Figure 1. PDN straps and rails.
Scale bar: 10 um. Pins as bars on the die edge. Tap cells in grey.
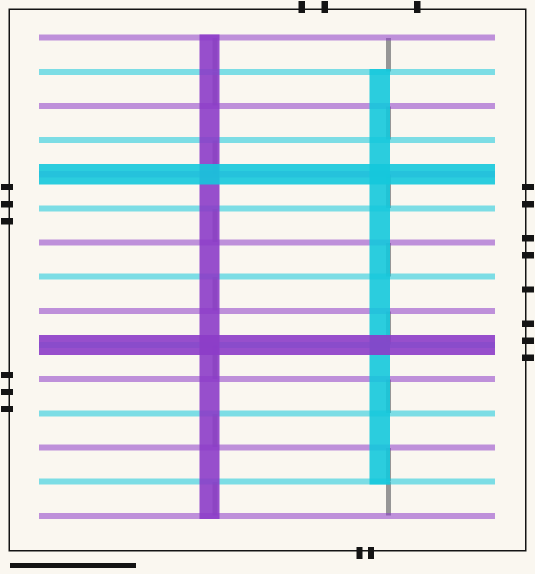
Figure 2. Placement density heat map.
Scale bar: 10 um. The die is cut into 8 by 9 equal tiles; white is low, dark blue is high, 0 to 100% covered.
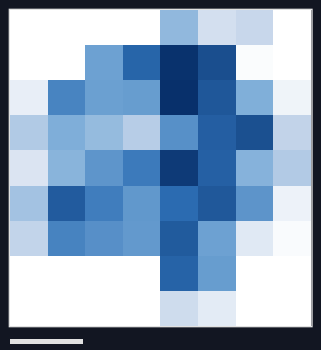
Figure 3. Placement view.
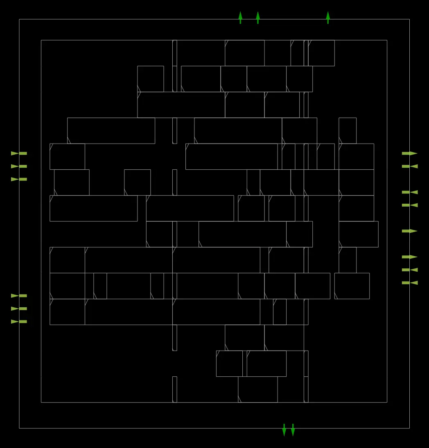
Figure 4. Where the registers sit.
Scale bar: 10 um. Other sequential cells in the stronger grey, the rest of the logic in the fainter grey.
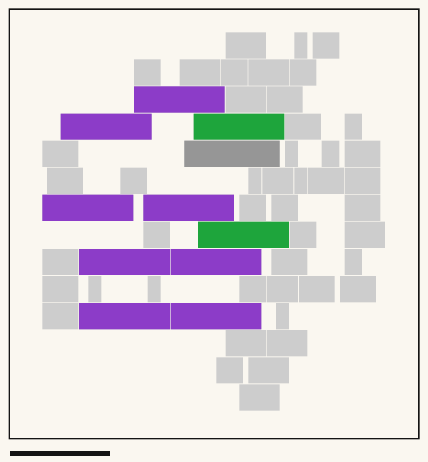
Figure 5. Nets reached from selected ports.
Scale bar: 10 um.
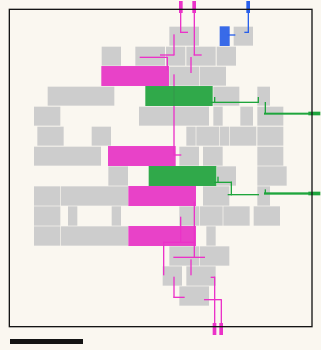
`src/rtl/irq_pkg.sv`:
```
// Shared types and constants for the interrupt pending controller.
package irq_pkg;

  localparam int NREQ = 4;
  localparam int ID_W = 2;

  typedef enum logic {
    IDLE = 1'b0,
    REQ  = 1'b1
  } irq_state_t;

  typedef logic [NREQ-1:0] irq_vec_t;

  // One-hot vector with only the bit addressed by id set.
  function automatic irq_vec_t id_onehot(input logic [ID_W-1:0] id);
    irq_vec_t oh;
    oh     = '0;
    oh[id] = 1'b1;
    return oh;
  endfunction

endpackage

```
`src/rtl/irq_pending_ctrl_prio_enc4.sv`:
```
// Combinational 4-to-2 priority encoder; bit 3 has the highest priority.
module prio_enc4
  import irq_pkg::*;
(
  input  logic [NREQ-1:0] vec,
  output logic [ID_W-1:0] idx,
  output logic            any
);

  // Scan upwards so the highest set bit is the last one written and wins.
  always_comb begin
    idx = '0;
    any = |vec;
    for (int i = 0; i < NREQ; i++) begin
      if (vec[i]) begin
        idx = ID_W'(i);
      end
    end
  end

endmodule

```
`src/rtl/irq_pending_ctrl.sv`:
```
// Four-input interrupt pending controller: synchronises raw requests,
// tracks pending events, masks them and presents the highest-priority one
// through a valid/ack handshake.
// Build option: define IRQ_EDGE_CAPTURE_EN for sticky edge capture with
// ack-clear and overflow reporting; without it the controller runs in level
// mode (pend follows the synchronised request level, ovf is constant 0).
module irq_pending_ctrl
  import irq_pkg::*;
#(
  parameter int SYNC_STAGES = 2
) (
  input  logic            clk,
  input  logic            rst,
  input  logic [NREQ-1:0] req,
  input  logic [NREQ-1:0] mask,
  input  logic            irq_ack,
  output logic            irq_valid,
  output logic [ID_W-1:0] irq_id,
  output logic [NREQ-1:0] pend,
  output logic            ovf
);

  localparam int SW = SYNC_STAGES * NREQ;

  logic [SW-1:0]   sync_reg;
  irq_vec_t        s;
  irq_vec_t        eligible;
  logic [ID_W-1:0] enc_idx;
  logic            enc_any;
  irq_state_t      state_reg, state_next;
  logic [ID_W-1:0] id_reg, id_next;

  // Shift raw requests through the synchroniser; newest stage at the bottom.
  always_ff @(posedge clk or posedge rst) begin
    if (rst) begin
      sync_reg <= '0;
    end else begin
      sync_reg <= {sync_reg[SW-NREQ-1:0], req};
    end
  end

  assign s = sync_reg[SW-1 -: NREQ];

`ifdef IRQ_EDGE_CAPTURE_EN
  irq_vec_t s_d_reg;
  irq_vec_t pend_reg;
  logic     ovf_reg;
  irq_vec_t rise;
  irq_vec_t clr;

  assign rise = s & ~s_d_reg;
  // Clear only the presented bit, and only on an accepted ack.
  assign clr  = (state_reg == REQ && irq_ack) ? id_onehot(id_reg) : '0;

  // Sticky pending bits; a new rise overrides a same-cycle clear.
  always_ff @(posedge clk or posedge rst) begin
    if (rst) begin
      s_d_reg  <= '0;
      pend_reg <= '0;
      ovf_reg  <= 1'b0;
    end else begin
      s_d_reg  <= s;
      pend_reg <= (pend_reg & ~clr) | rise;
      ovf_reg  <= |(rise & pend_reg);
    end
  end

  assign pend = pend_reg;
  assign ovf  = ovf_reg;
`else
  // Level mode: pending simply mirrors the synchronised request level.
  assign pend = s;
  assign ovf  = 1'b0;
`endif

  assign eligible = pend & mask;

  prio_enc4 u_enc (
    .vec (eligible),
    .idx (enc_idx),
    .any (enc_any)
  );

  // FSM state and the frozen grant index.
  always_ff @(posedge clk or posedge rst) begin
    if (rst) begin
      state_reg <= IDLE;
      id_reg    <= '0;
    end else begin
      state_reg <= state_next;
      id_reg    <= id_next;
    end
  end

  // Grant when anything is eligible; hold the index until the ack arrives.
  always_comb begin
    state_next = state_reg;
    id_next    = id_reg;
    case (state_reg)
      IDLE: begin
        if (enc_any) begin
          state_next = REQ;
          id_next    = enc_idx;
        end
      end
      REQ: begin
        if (irq_ack) begin
          state_next = IDLE;
        end
      end
      default: state_next = IDLE;
    endcase
  end

  assign irq_valid = (state_reg == REQ);
  assign irq_id    = id_reg;

endmodule
```
`config.mk`:
```
export PLATFORM = sky130hd
export DESIGN_NAME = irq_pending_ctrl
export DESIGN_NICKNAME = d
export VERILOG_FILES = /design/src/rtl/irq_pkg.sv /design/src/rtl/irq_pending_ctrl_prio_enc4.sv /design/src/rtl/irq_pending_ctrl.sv
export SDC_FILE = /design/constraint.sdc
export NUM_CORES = 1
export LEC_CHECK = 0
export CORE_AREA = 2 2 39 41
export DETAILED_ROUTE_END_ITERATION = 10
export DIE_AREA = 0 0 41 43
export GPL_TIMING_DRIVEN = 0
export HOLD_SLACK_MARGIN = 0.06
export PLACE_DENSITY_LB_ADDON = 0.3
export SLEW_MARGIN = 20
export SYNTH_ARGS = -nofsm -noshare
export SYNTH_HDL_FRONTEND = slang
export SYNTH_SLANG_ARGS = --single-unit
```
`constraint.sdc`:
```
create_clock -name clk -period 1.08 [get_ports clk]
set_input_delay 0.216 -clock clk [delete_from_list [all_inputs] [get_ports clk]]
set_output_delay 0.216 -clock clk [all_outputs]
set_load 0.01 [all_outputs]
```
==> out/qor.txt <==
outcome - finished, violations left
failing checks - setup timing
Largest cells by area - dfrtp_1 69%, buf_4 9.4%, a22o_1 4.4%
dpl cells - 63
commonest cells in the netlist - 11 x dfrtp_1, 5 x buf_4, 3 x nand2_1
crit path launch type - flip-flop
top_reg_cell synth - dfrtp_1
H-tree depth - 1
r2r setup slk - -0.08 ns
Post-synth mux share - 0
syn_nets - 41
setup violators final - 5
first-pass GRT wire length - 1100 um
clock power share - 0.267
Design Area, Final - 679 sq um
Max Cap Violations - 0
grt peak-use layer - met2
worst slack, placed - -0.341 ns
logic share of the area - 0.125
Clk Tree Root Cell - clkbuf_4
area leader, netlist - dfrtp_1
metal3 WL - 73 um
top sig layer - met3
Yosys Instances - 30
clock-cell share of area - 0.0387
filler cell count - 137
Mapped Avg Cell Area - 13.3 sq um
Post-synth seq share - 0.688
switching power - 0.226 mW
Post-synth EDFFs - 0
Yosys top cell by instances - dfrtp_1
Async SR Flop Fraction - 1.00
Residual DRC - 0
ao+oa area frac - 0.131
Setup Fix Bufs, Post-CTS - 6
DR pass1 iterations - 1
layout cell share with drive strength beyond 1 - 0.456
largest net degree at the start of global routing - 12
clk latency late pin - 0.25 ns
Comb. pwr - 0.232 mW
via count - 294
worst hold path class - primary input to async pin
Yosys cell types - 13
Peak Freq - 862 MHz
clock group power - 0.259 mW
CP Depth - 3
post-route setup slack - -0.0801 ns
combinational fraction of design power - 0.239
-- Figure 1 (at the start) --
Key: VDD = cyan; VSS = purple
The core has 14 rows. 15 met1 rails follow the rows. 2 straps on met4. 16 tap cells.
core area: 1380 sq um
die width: 41 um
Die Ht: 43 um
maximum VDD drop: 0.750 mV

-- Figure 2 (at the start) --
19% of the tiles are over 75% full. 28% of the tiles are nearly empty. The mean over all tiles is 37%. The fullest tile reaches 100%.
initial core utilization: 0.289
Final Util: 0.491

-- Figure 3 (at the start) --
row cnt: 14
Flops: 11
n_taps: 16
Post-Layout Cell Count: 73

-- Figure 4 (at the start) --
Key: irq_id = green [placed flops 2]; sync_reg = purple [placed flops 8]
Another 1 sequential cells are not coloured.

-- Figure 5 (at the start) --
Key: irq_id = green [direction output, edge right, end cells 2, buffers 2, wire 30.4 um]; ovf = blue [direction output, edge top, end cells 1, buffers 1, wire 4.20 um]; pend = magenta [direction output, edge 2 bottom, 2 top, end cells 4, buffers 8, wire 76.3 um]
I/O Pins: 19
IO buf count: 17

Power is estimated from default activity; no workload was simulated.
